## config.mk

```make
export PLATFORM = sky130hd
export DESIGN_NAME = bus_transfer_sequencer
export DESIGN_NICKNAME = d
export VERILOG_FILES = /design/src/rtl/bus_transfer_sequencer.sv
export SDC_FILE = /design/constraint.sdc
export NUM_CORES = 1
export LEC_CHECK = 0
export ABC_CLOCK_PERIOD_IN_PS = 1680
export CAP_MARGIN = 10
export CELL_PAD_IN_SITES_DETAIL_PLACEMENT = 1
export CELL_PAD_IN_SITES_GLOBAL_PLACEMENT = 1
export CORE_MARGIN = 2
export CORE_UTILIZATION = 32
export CTS_CLUSTER_SIZE = 8
export DETAILED_ROUTE_END_ITERATION = 7
export PLACE_DENSITY = 0.85
export SETUP_SLACK_MARGIN = 0.15
export SYNTH_ARGS = -nofsm -noshare
export SYNTH_HDL_FRONTEND = slang
export SYNTH_SLANG_ARGS = --single-unit
```

## constraint.sdc

```tcl
create_clock -name clk -period 1.68 [get_ports clk]
set_input_delay 0.252 -clock clk [delete_from_list [all_inputs] [get_ports clk]]
set_output_delay 0.252 -clock clk [all_outputs]
set_load 0.05 [all_outputs]
```

## src/rtl/bus_transfer_sequencer.sv

```systemverilog
// Register-to-register transfer sequencer for a shared tri-state bus.
// One transfer at a time: drive the source, then load the destination, then report.
`ifndef DATA_WIDTH
`define DATA_WIDTH 8
`endif

module bus_transfer_sequencer #(
    parameter int NUM_REGS = 8,
    parameter int IDX_W    = $clog2(NUM_REGS)
) (
    input  logic                   clk,
    input  logic                   reset,
    input  logic                   req_valid,
    output logic                   req_ready,
    input  logic [IDX_W-1:0]       req_src,
    input  logic [IDX_W-1:0]       req_dst,
    input  logic [`DATA_WIDTH-1:0] bus,
    output logic [NUM_REGS-1:0]    regEnable,
    output logic [NUM_REGS-1:0]    regLoad,
    output logic                   done_valid,
    output logic [`DATA_WIDTH-1:0] done_data,
    output logic                   done_error,
    output logic [15:0]            xfer_count
);

    typedef enum logic [1:0] {IDLE, DRIVE, LOAD, DONE} state_t;

    localparam logic [IDX_W:0] NREGS = (IDX_W+1)'(NUM_REGS);

    state_t                   state_q, state_d;
    logic [IDX_W-1:0]         src_q, src_d, dst_q, dst_d;
    logic [NUM_REGS-1:0]      en_q, en_d, ld_q, ld_d;
    logic [`DATA_WIDTH-1:0]   data_q, data_d;
    logic                     err_q, err_d;
    logic [15:0]              cnt_q, cnt_d;
    logic                     accept, legal;

    assign req_ready = (state_q == IDLE) && !reset;
    assign accept    = req_valid && req_ready;
    assign legal     = (req_src != req_dst) && ({1'b0, req_src} < NREGS)
                       && ({1'b0, req_dst} < NREGS);

    always_comb begin
        state_d = state_q;
        src_d   = src_q;
        dst_d   = dst_q;
        data_d  = data_q;
        err_d   = err_q;
        cnt_d   = cnt_q;
        case (state_q)
            IDLE: begin
                if (accept) begin
                    src_d = req_src;
                    dst_d = req_dst;
                    if (legal) begin
                        state_d = DRIVE;
                    end else begin
                        state_d = DONE;
                        err_d   = 1'b1;
                    end
                end
            end
            DRIVE: state_d = LOAD;
            LOAD: begin
                state_d = DONE;
                data_d  = bus;
                err_d   = 1'b0;
                cnt_d   = cnt_q + 16'd1;
            end
            DONE:    state_d = IDLE;
            default: state_d = IDLE;
        endcase
    end

    // Strobes are decoded from the next state so they come straight out of flops.
    always_comb begin
        en_d = '0;
        ld_d = '0;
        for (int i = 0; i < NUM_REGS; i++) begin
            en_d[i] = ((state_d == DRIVE) || (state_d == LOAD)) && (src_d == IDX_W'(i));
            ld_d[i] = (state_d == LOAD) && (dst_d == IDX_W'(i));
        end
    end

    always_ff @(posedge clk) begin
        if (reset) begin
            state_q <= IDLE;
            src_q   <= '0;
            dst_q   <= '0;
            en_q    <= '0;
            ld_q    <= '0;
            data_q  <= '0;
            err_q   <= 1'b0;
            cnt_q   <= '0;
        end else begin
            state_q <= state_d;
            src_q   <= src_d;
            dst_q   <= dst_d;
            en_q    <= en_d;
            ld_q    <= ld_d;
            data_q  <= data_d;
            err_q   <= err_d;
            cnt_q   <= cnt_d;
        end
    end

    assign regEnable  = en_q;
    assign regLoad    = ld_q;
    assign done_valid = (state_q == DONE);
    assign done_data  = data_q;
    assign done_error = err_q;
    assign xfer_count = cnt_q;

endmodule

```

==> Table 3: Implementation characteristics, run 1 <==
Physical implementation characteristics

Parameter                              Value

GRT
  GRT Total Usage .................. 15.7%
  Most crowded layer after global routing .................. met2
  Antenna violations before repair .................. 0
  Pin count of the biggest net entering global routing .................. 30
  Met3 capacity usage during global routing .................. 3.99%
  First-pass GRT wire length .................. 9300 um
  Grt total ovfl .................. 0
  Global-route track usage on met2 .................. 27.8%
  Met1 track utilization from global routing .................. 18.9%

Finish
  Clock buf count .................. 7
  Antenna fix cells .................. 0
  Most common cell after layout, fill and taps aside .................. sky130_fd_sc_hd__buf_4
  Share of final layout cell area taken by clock buffers and inverters .................. 3.19%
  Combinational share of cell area .................. 38.7%
  Net count of the finished layout .................. 329
  Count of multi-input combinational gates .................. 157
  Nonclk inv count .................. 8
  Register share of the cell area .................. 31.4%
  Flip-flop count of the largest register after layout .................. 16
  Number of flip-flops and latches .................. 49
  Number of filler instances in the final layout .................. 723
  Leading cell category by total area .................. multi-input combinational cells
  Sequential cell area .................. 997 um^2

Placed design
  Placed Instance Area .................. 2840 um^2
  Number of cells in the design after placement .................. 369
  Count of buffers from port buffering .................. 59

Detailed routing
  Routed vias/inst .................. 4.95
  DRT antenna net count .................. 0
  Vias after detailed routing .................. 1899
  Routed length on met3 .................. 227 um
  DR iter-0 viols .................. 55
  DRC errors left .................. 0
  Drt total wl .................. 5710 um
  Post-DR wirelength/cell .................. 14.9 um
  Routed length on met2 .................. 2930 um
  Wire length on met1 .................. 2500 um
  Number of iterations in the first detailed-routing pass .................. 4

Timing
  Period utilization .................. 96.8%
  # setup viols final .................. 0
  Unrepaired setup endpoints after global routing .................. yes
  Max Clk Rate .................. 0.615 GHz
  Worst max-slew margin expressed relative to the limit .................. 79.4%
  Minimum clock period after layout .................. 1.63 ns
  Worst Setup Slack, final .................. 0.0545 ns
  Setup TNS after final layout .................. 0 ns
  Final hold slack .................. 0.485 ns
  Actual slew at the worst max-slew pin .................. 0.306 ns
  Final Hold Violation Tally .................. 0

Synth
  Chip area estimate from yosys synthesis .................. 2110 um^2
  Share of synthesized registers carrying an async set or reset .................. 0%
  Top cells by instance count after synthesis .................. 49 x sky130_fd_sc_hd__dfxtp_1, 31 x sky130_fd_sc_hd__nor2_1, 16 x sky130_fd_sc_hd__nand2_1, 11 x sky130_fd_sc_hd__mux2i_1, 9 x sky130_fd_sc_hd__a21oi_1
  EDFF count, synth .................. 0
  Cell count listed in synth_stat.txt .................. 225
  Compound-cell area share of the yosys netlist .................. 9.60%
  Net count of the mapped netlist .................. 248
  Ys Warns .................. 0
  Register share after synthesis .................. 46.5%
  Most repeated cell in the gate-level netlist after synthesis .................. sky130_fd_sc_hd__dfxtp_1
  Adders+Majority by Area .................. 3.56%
  Synthesized instance count .................. 225
  Dominant combinational family .................. simple AND/OR/NAND/NOR gates
  Cell variety after synth .................. 43
  Area share of xor/xnor cells in the synthesized design .................. 4.98%
  Multiplexer area fraction after synthesis .................. 6.28%
  Number of synthesized register bits .................. 49
  Top cell area share .................. 46.5%
  Biggest area cells .................. sky130_fd_sc_hd__dfxtp_1 46%, sky130_fd_sc_hd__nor2_1 5.5%, sky130_fd_sc_hd__mux2i_1 5.2%
  Synthesized cell area .................. 2110 um^2
  Cell taking the most area after synthesis .................. sky130_fd_sc_hd__dfxtp_1

Floorplan
  Die x size .................. 85.2 um
  Floorplan die height .................. 85.2 um
  Init Core Util .................. 33.2%
  Placeable core region .................. 6350 um^2
  Floorplan row count .................. 29
  Number of well-tap cells placed .................. 77

Setup path
  Arrival time at the worst endpoint .................. 1.81 ns
  Reg2reg start .................. state_q[1]$_SDFF_PP0_
  Worst R2R End .................. regEnable[5]$_SDFF_PP0_
  Largest delay share family, worst path .................. AND-OR/OR-AND gates
  Reg2reg path depth .................. 6
  Start point of the critical path .................. state_q[1]$_SDFF_PP0_
  Class of the most critical setup path .................. reg2reg
  Worst setup endpoint .................. regEnable[5]$_SDFF_PP0_
  Startpoint type of the worst setup path .................. register
  Cell with the largest stage delay on the worst path .................. sky130_fd_sc_hd__a311o_1
  Count of cell instances traversed by the critical path .................. 6
  Cell-by-cell listing of the critical path .................. inv_4 -> ha_4 -> nand3b_4 -> a311o_1 -> o21ai_4 -> nor4_2

Min path
  Worst-case hold path end point .................. done_error$_SDFFE_PP0P_
  Worst hold stages .................. 2
  Worst min-delay path category .................. reg2reg
  Worst hold path startpoint .................. done_error$_SDFFE_PP0P_

Power
  Switching power .................. 1.55 mW
  Net switching share of the total power .................. 38.7%
  Sequential group share of total power .................. 33.8%
  Power, Total .................. 4.01 mW
  Leak Pwr .................. 1.26 nW
  Combinational-cell power consumption .................. 1.89 mW
  Internal power contribution .................. 2.46 mW
  Gate power share .................. 47.0%
  Worst-case vdd ir drop .................. 0.000581 V
  Power per cell area .................. 1260 nW/um^2

Clocking
  Number of buffers on the longest clock path .................. 2
  CTS hold repair buffers .................. 0
  # Post-CTS Setup Buffers .................. 4
  Number of levels in the clock H-tree .................. 2
  Skew-Pair Late Insertion Delay .................. 0.30 ns
  Number of resized instances in the post-cts repair step .................. 21
  Num CTS Buffers .................. 5
  Number of sinks driven by the clock tree .................. 49

Job
  OpenROAD warning count .................. 33
  Reported max-cap violation count .................. 0

Status
  Outcome .................. complete, no violations
### Metal 3, run 1

Scale: 3 px per um. Cells faint in the background.
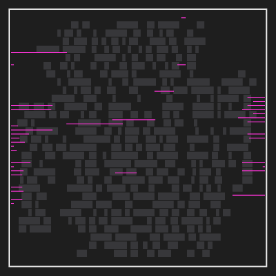
The longest straight run is 18.6 um. 35 nets have wire on it. The layer carries 227 um of wire. The wires run mostly horizontal. The layer holds 4.0% of the routed length.

### Sequential cells grouped by signal name, run 1

Scale: 4 px per um.
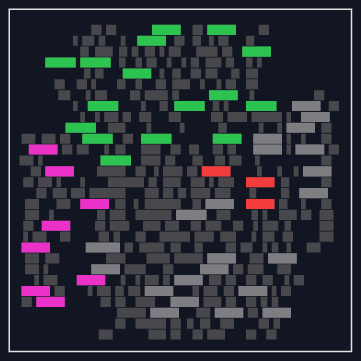
Key: dst_q = red [flops 3]; xfer_count = green [flops 16]; done_data = magenta [flops 8]
Another 22 sequential cells are not colored.

### Sizing map, run 1

Scale: 4 px per um.
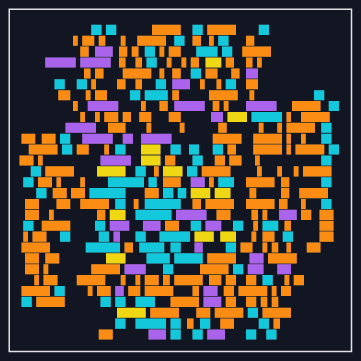
Key: _0 and _1 cells = orange [cells 182]; _2 cells = purple [cells 31]; _3 and _4 cells = cyan [cells 81]; _6 and larger = yellow [cells 13]
area growth from synthesis to layout: 50.4%
total non-filler cell area in the finished layout: 3180 um^2
non-clock buffer count: 85

### Placement by cell class, run 1

Scale: 6 px per um.
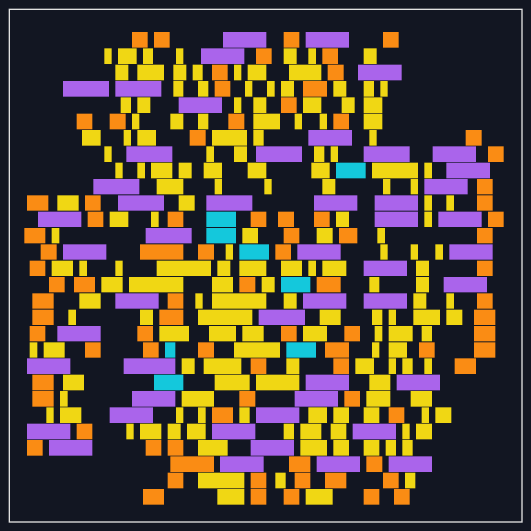
Key: flops = purple [cells 49]; other buffers and delay cells = orange [cells 85]; combinational and other logic = yellow [cells 165]; clock drivers and dummy loads = cyan [cells 8]

==> run 2, diff against run 1 <==
- HOLD_SLACK_MARGIN: not set -> 0.1
==> run 2 against run 1 <==
Effect of this change: sequential cell count unchanged; die area unchanged; clock skew unchanged; largest power group unchanged; sequential power about the same; power unchanged; register-to-register slack about the same; critical endpoint unchanged; sequential share of layout area unchanged; clock power about the same.
==> Table 3: Implementation characteristics, run 2 <==
Physical implementation characteristics

Parameter                              Value

Status
  Outcome .................. complete, no violations

Synth
  Cell variety after synth .................. 43 (unchanged)
  Compound-cell area share of the yosys netlist .................. 9.60% (unchanged)
  Synthesized cell area .................. 2110 um^2 (unchanged)
  Adders+Majority by Area .................. 3.56% (unchanged)
  Top cells by instance count after synthesis .................. 49 x sky130_fd_sc_hd__dfxtp_1, 31 x sky130_fd_sc_hd__nor2_1, 16 x sky130_fd_sc_hd__nand2_1, 11 x sky130_fd_sc_hd__mux2i_1, 9 x sky130_fd_sc_hd__a21oi_1
  Synthesized instance count .................. 225 (unchanged)
  EDFF count, synth .................. 0 (unchanged)
  Share of synthesized registers carrying an async set or reset .................. 0% (unchanged)
  Ys Warns .................. 0 (unchanged)
  Number of synthesized register bits .................. 49 (unchanged)
  Multiplexer area fraction after synthesis .................. 6.28% (unchanged)
  Chip area estimate from yosys synthesis .................. 2110 um^2 (unchanged)
  Net count of the mapped netlist .................. 248 (unchanged)
  Cell taking the most area after synthesis .................. sky130_fd_sc_hd__dfxtp_1
  Most repeated cell in the gate-level netlist after synthesis .................. sky130_fd_sc_hd__dfxtp_1
  Biggest area cells .................. sky130_fd_sc_hd__dfxtp_1 46%, sky130_fd_sc_hd__nor2_1 5.5%, sky130_fd_sc_hd__mux2i_1 5.2%
  Top cell area share .................. 46.5% (unchanged)
  Register share after synthesis .................. 46.5% (unchanged)
  Dominant combinational family .................. simple AND/OR/NAND/NOR gates
  Cell count listed in synth_stat.txt .................. 225 (unchanged)
  Area share of xor/xnor cells in the synthesized design .................. 4.98% (unchanged)

Finish
  Clock buf count .................. 7 (unchanged)
  Combinational share of cell area .................. 38.7% (unchanged)
  Number of filler instances in the final layout .................. 723 (unchanged)
  Flip-flop count of the largest register after layout .................. 16 (unchanged)
  Nonclk inv count .................. 8 (unchanged)
  Share of final layout cell area taken by clock buffers and inverters .................. 3.19% (unchanged)
  Antenna fix cells .................. 0 (unchanged)
  Sequential cell area .................. 997 um^2 (unchanged)
  Leading cell category by total area .................. multi-input combinational cells
  Count of multi-input combinational gates .................. 157 (unchanged)
  Number of flip-flops and latches .................. 49 (unchanged)
  Top logic cells by instance count in the layout .................. 63 x sky130_fd_sc_hd__buf_4, 38 x sky130_fd_sc_hd__dfxtp_1, 30 x sky130_fd_sc_hd__nor2_1

Detailed routing
  DR iter-0 viols .................. 55 (unchanged)
  Vias after detailed routing .................. 1899 (unchanged)
  DRT antenna net count .................. 0 (unchanged)
  Wire length on met1 .................. 2500 um (unchanged)
  DRC errors left .................. 0 (unchanged)
  Routed length on met3 .................. 227 um (unchanged)
  Post-DR wirelength/cell .................. 14.9 um (unchanged)
  Drt total wl .................. 5710 um (unchanged)
  Routed vias/inst .................. 4.95 (unchanged)
  Number of iterations in the first detailed-routing pass .................. 4 (unchanged)

Setup path
  Worst EP required .................. 1.87 ns
  Count of cell instances traversed by the critical path .................. 6 (unchanged)
  Start point of the critical path .................. state_q[1]$_SDFF_PP0_
  Cell-by-cell listing of the critical path .................. inv_4 -> ha_4 -> nand3b_4 -> a311o_1 -> o21ai_4 -> nor4_2
  Largest delay share family, worst path .................. AND-OR/OR-AND gates
  Worst R2R End .................. regEnable[5]$_SDFF_PP0_
  Class of the most critical setup path .................. reg2reg
  Reg2reg path depth .................. 6 (unchanged)
  Reg2reg start .................. state_q[1]$_SDFF_PP0_
  Worst setup endpoint .................. regEnable[5]$_SDFF_PP0_
  Arrival time at the worst endpoint .................. 1.81 ns (about the same)
  Startpoint type of the worst setup path .................. register

GRT
  GRT Total Usage .................. 15.7% (unchanged)
  Met1 track utilization from global routing .................. 18.9% (unchanged)
  Met3 capacity usage during global routing .................. 3.99% (unchanged)
  First-pass GRT wire length .................. 9300 um (unchanged)
  Grt total ovfl .................. 0 (unchanged)
  Pin count of the biggest net entering global routing .................. 30 (unchanged)
  Most crowded layer after global routing .................. met2
  Antenna violations before repair .................. 0 (unchanged)
  Vias in the first global route .................. 1949
  Global-route track usage on met2 .................. 27.8% (unchanged)

Power
  Power per cell area .................. 1260 nW/um^2 (unchanged)
  Leak Pwr .................. 1.26 nW (unchanged)
  Internal power contribution .................. 2.46 mW (unchanged)
  Gate power share .................. 47.0% (about the same)
  Sequential Power .................. 1.36 mW
  Net switching share of the total power .................. 38.7% (unchanged)
  Switching power .................. 1.55 mW (unchanged)
  Power group with the largest share .................. combinational logic
  Sequential group share of total power .................. 33.8% (about the same)
  Worst-case vdd ir drop .................. 0.000581 V (unchanged)
  Combinational-cell power consumption .................. 1.89 mW (about the same)
  Power, Total .................. 4.01 mW (unchanged)

Clocking
  Number of buffers on the longest clock path .................. 2 (unchanged)
  Num CTS Buffers .................. 5 (unchanged)
  Number of resized instances in the post-cts repair step .................. 21 (unchanged)
  # Post-CTS Setup Buffers .................. 4 (unchanged)
  Number of levels in the clock H-tree .................. 2 (unchanged)
  CTS hold repair buffers .................. 0 (unchanged)
  Number of sinks driven by the clock tree .................. 49 (unchanged)
  Skew-Pair Late Insertion Delay .................. 0.30 ns (about the same)

Timing
  Worst max-slew margin expressed relative to the limit .................. 79.4% (unchanged)
  Actual slew at the worst max-slew pin .................. 0.306 ns (unchanged)
  # setup viols final .................. 0 (unchanged)
  Max Clk Rate .................. 0.615 GHz (unchanged)
  Final hold slack .................. 0.485 ns (unchanged)
  Worst Setup Slack, final .................. 0.0545 ns (unchanged)
  Period utilization .................. 96.8% (unchanged)
  Unrepaired setup endpoints after global routing .................. yes
  Setup TNS after final layout .................. 0 ns (unchanged)
  Minimum clock period after layout .................. 1.63 ns (unchanged)

Min path
  Worst hold path startpoint .................. done_error$_SDFFE_PP0P_
  Worst min-delay path category .................. reg2reg
  Worst-case hold path end point .................. done_error$_SDFFE_PP0P_

Floorplan
  Number of well-tap cells placed .................. 77 (unchanged)
  Die x size .................. 85.2 um (unchanged)
  Placeable core region .................. 6350 um^2 (unchanged)
  Init Core Util .................. 33.2% (unchanged)
  Floorplan die height .................. 85.2 um (unchanged)

Placed design
  Count of buffers from port buffering .................. 59 (unchanged)
  Number of cells in the design after placement .................. 369 (unchanged)
  Placed Instance Area .................. 2840 um^2 (unchanged)

Job
  Reported max-cap violation count .................. 0 (unchanged)
  OpenROAD warning count .................. 33 (unchanged)
### Metal 3, run 2

Scale: 3 px per um. Cells faint in the background.
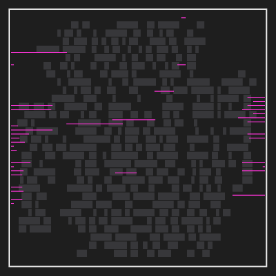
The longest straight run is 18.6 um. The wires run mostly horizontal. The layer holds 4.0% of the routed length. The layer carries 227 um of wire.

### Placement by cell class, run 2

Scale: 6 px per um.
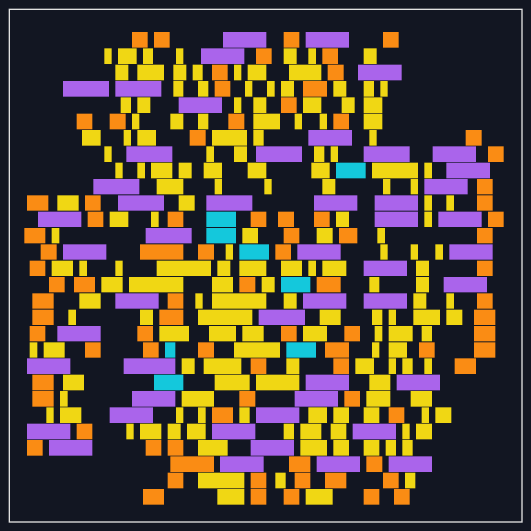
Key: combinational and other logic = yellow [cells 165]; clock drivers and dummy loads = cyan [cells 8]; flops = purple [cells 49]; other buffers and delay cells = orange [cells 85]
Finished Core Util: 50.0%
register share of the cell area: 31.4%
floorplan row count: 29

==> run 3, diff against run 2 <==
- ABC_AREA: not set -> 0
- CELL_PAD_IN_SITES_DETAIL_PLACEMENT: 1 -> 2
- CELL_PAD_IN_SITES_GLOBAL_PLACEMENT: 1 -> 2
- CORE_UTILIZATION: 32 -> 25
- PLACE_DENSITY: 0.85 -> 0.83
==> run 3 against run 2 <==
Effect of this change: area after synthesis unchanged; die area increased by 27%; critical path depth stayed put; first-iteration DRC count up 9.1%; worst hold slack improved by 0.0094 ns; core utilization is 10 points lower; clock skew hardly changed; via count increased by 2.6%; combinational power increased by 3%; non-clock buffer count up 5; highest routed layer unchanged.
==> Table 3: Implementation characteristics, run 3 <==
Physical implementation characteristics

Parameter                              Value

Detailed routing
  DRT antenna net count .................. 0 (unchanged)
  DRC errors left .................. 0 (unchanged)
  DR iter-0 viols .................. 60 (+9.1%)
  Drt total wl .................. 6650 um (+16%)
  Post-DR wirelength/cell .................. 15.9 um (+7.2%)
  Wire length on met1 .................. 2890 um (+15%)
  Vias after detailed routing .................. 1949 (+2.6%)
  Number of iterations in the first detailed-routing pass .................. 4 (unchanged)
  Routed vias/inst .................. 4.67 (-5.5%)
  Routed length on met3 .................. 231 um (+1.8%)

Timing
  Period utilization .................. 99.4% (+2.6 points)
  Setup TNS after final layout .................. 0 ns (unchanged)
  # setup viols final .................. 0 (unchanged)
  Unrepaired setup endpoints after global routing .................. yes
  Minimum clock period after layout .................. 1.67 ns (+0.0444 ns)
  Worst Setup Slack, final .................. 0.0101 ns (-0.0444 ns)
  Worst max-slew margin expressed relative to the limit .................. 76.2% (-3.3 points)
  Max Clk Rate .................. 0.599 GHz (-2.7%)

Floorplan
  Die x size .................. 95.9 um (+13%)
  Floorplan die height .................. 95.9 um (+13%)
  Placeable core region .................. 8220 um^2 (+29%)
  Floorplan row count .................. 33 (+14%)

Power
  Worst-case vdd ir drop .................. 0.000634 V (+9.2%)
  Net switching share of the total power .................. 38.2% (-0.48 points)
  Switching power .................. 1.60 mW (+3.3%)
  Power group with the largest share .................. combinational logic
  Sequential Power .................. 1.35 mW (about the same)
  Gate power share .................. 46.5% (-0.5 points)
  Internal power contribution .................. 2.60 mW (+5.5%)
  Combinational-cell power consumption .................. 1.95 mW (+3%)
  Sequential group share of total power .................. 32.0% (-1.8 points)
  Power per cell area .................. 1290 nW/um^2 (+1.9%)

Placed design
  Placed Instance Area .................. 2930 um^2 (+3.1%)
  Count of buffers from port buffering .................. 59 (unchanged)
  Number of cells in the design after placement .................. 404 (+9.5%)

GRT
  Pin count of the biggest net entering global routing .................. 24 (-20%)
  Met3 capacity usage during global routing .................. 2.90% (-1.1 points)
  Grt total ovfl .................. 0 (unchanged)
  Global-route track usage on met2 .................. 25.7% (-2.1 points)
  Vias in the first global route .................. 2115 (+8.5%)
  Met1 track utilization from global routing .................. 17.6% (-1.3 points)
  GRT Total Usage .................. 14.6% (-1.2 points)

Clocking
  Num CTS Buffers .................. 5 (unchanged)
  Skew-Pair Late Insertion Delay .................. 0.31 ns (about the same)
  # Post-CTS Setup Buffers .................. 3 (-1)
  Number of levels in the clock H-tree .................. 2 (unchanged)
  Number of buffers on the longest clock path .................. 2 (unchanged)
  CTS hold repair buffers .................. 0 (unchanged)

Synth
  Cell variety after synth .................. 43 (unchanged)
  Chip area estimate from yosys synthesis .................. 2110 um^2 (unchanged)
  Top cell area share .................. 46.5% (unchanged)
  Adders+Majority by Area .................. 3.56% (unchanged)
  Ys Warns .................. 0 (unchanged)
  Synthesized instance count .................. 225 (unchanged)
  Dominant combinational family .................. simple AND/OR/NAND/NOR gates
  EDFF count, synth .................. 0 (unchanged)
  Top cells by instance count after synthesis .................. 49 x sky130_fd_sc_hd__dfxtp_1, 31 x sky130_fd_sc_hd__nor2_1, 16 x sky130_fd_sc_hd__nand2_1, 11 x sky130_fd_sc_hd__mux2i_1, 9 x sky130_fd_sc_hd__a21oi_1
  Number of synthesized register bits .................. 49 (unchanged)
  Register share after synthesis .................. 46.5% (unchanged)
  Multiplexer area fraction after synthesis .................. 6.28% (unchanged)
  Synthesized cell area .................. 2110 um^2 (unchanged)
  Compound-cell area share of the yosys netlist .................. 9.60% (unchanged)
  Area share of xor/xnor cells in the synthesized design .................. 4.98% (unchanged)

Finish
  Top logic cells by instance count in the layout .................. 70 x sky130_fd_sc_hd__buf_4, 38 x sky130_fd_sc_hd__dfxtp_1, 30 x sky130_fd_sc_hd__nor2_1
  Number of filler instances in the final layout .................. 909 (+26%)
  Share of final layout cell area taken by clock buffers and inverters .................. 3.68% (+0.49 points)
  Leading cell category by total area .................. multi-input combinational cells
  Sequential cell area .................. 995 um^2 (-0.25%)
  Clock buf count .................. 6 (-1)
  Flip-flop count of the largest register after layout .................. 16 (unchanged)
  Count of multi-input combinational gates .................. 157 (unchanged)
  Number of flip-flops and latches .................. 49 (unchanged)
  Antenna fix cells .................. 0 (unchanged)
  Nonclk inv count .................. 8 (unchanged)
  Register share of the cell area .................. 30.5% (-0.90 points)
  Combinational share of cell area .................. 37.8% (-0.86 points)
  Finished Core Util .................. 39.7% (-10 points)

Status
  Outcome .................. complete, no violations

Setup path
  Start point of the critical path .................. state_q[1]$_SDFF_PP0_
  Worst setup endpoint .................. regEnable[7]$_SDFF_PP0_
  Worst R2R End .................. regEnable[7]$_SDFF_PP0_
  Reg2reg path depth .................. 6 (unchanged)
  Worst EP required .................. 1.88 ns (about the same)
  Cell-by-cell listing of the critical path .................. inv_2 -> ha_4 -> buf_4 -> a311o_1 -> o211ai_4 -> nor3_1
  Reg2reg start .................. state_q[1]$_SDFF_PP0_
  Count of cell instances traversed by the critical path .................. 6 (unchanged)
  Startpoint type of the worst setup path .................. register
  Largest delay share family, worst path .................. AND-OR/OR-AND gates

Job
  OpenROAD warning count .................. 33 (unchanged)
  Reported max-cap violation count .................. 0 (unchanged)

Min path
  Worst hold path startpoint .................. done_error$_SDFFE_PP0P_
### Metal 3, run 3

Scale: 3 px per um. Cells faint in the background.
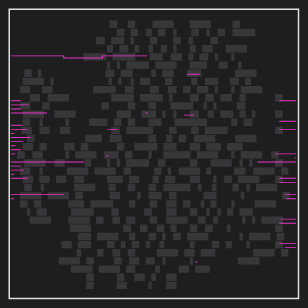
The layer holds 3.5% of the routed length. The longest straight run is 24.1 um. The layer carries 232 um of wire.

### Sizing map, run 3

Scale: 4 px per um.
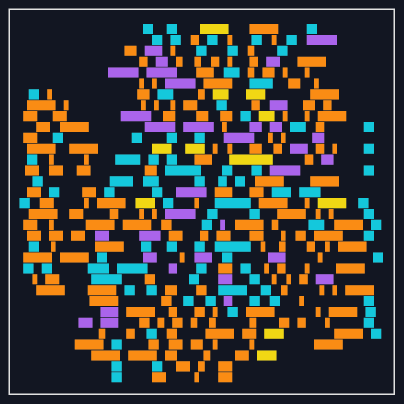
Key: _3 and _4 cells = cyan [cells 89]; _2 cells = purple [cells 33]; _6 and larger = yellow [cells 11]; _0 and _1 cells = orange [cells 179]


==> notes/layouts.md <==
Pictures saved along the way, in no particular order.

Placement view.
picture 1
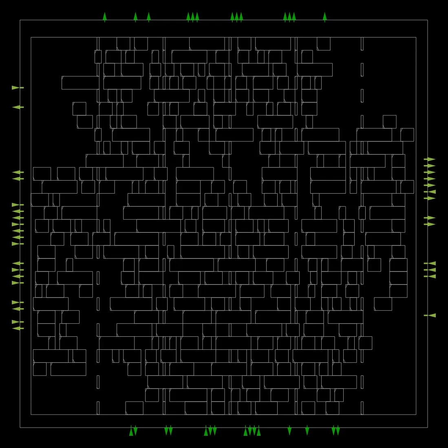
picture 2
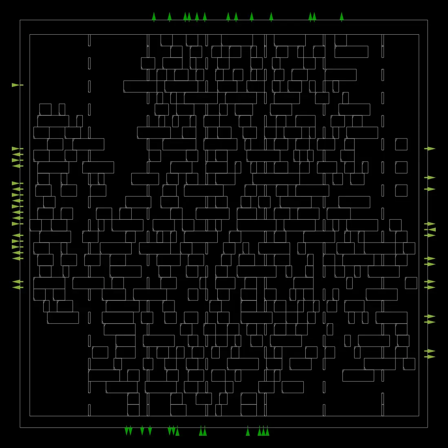
picture 2: run 3
picture 1: run 1

Power figures rest on the tool's default switching activity, not on a simulated workload.
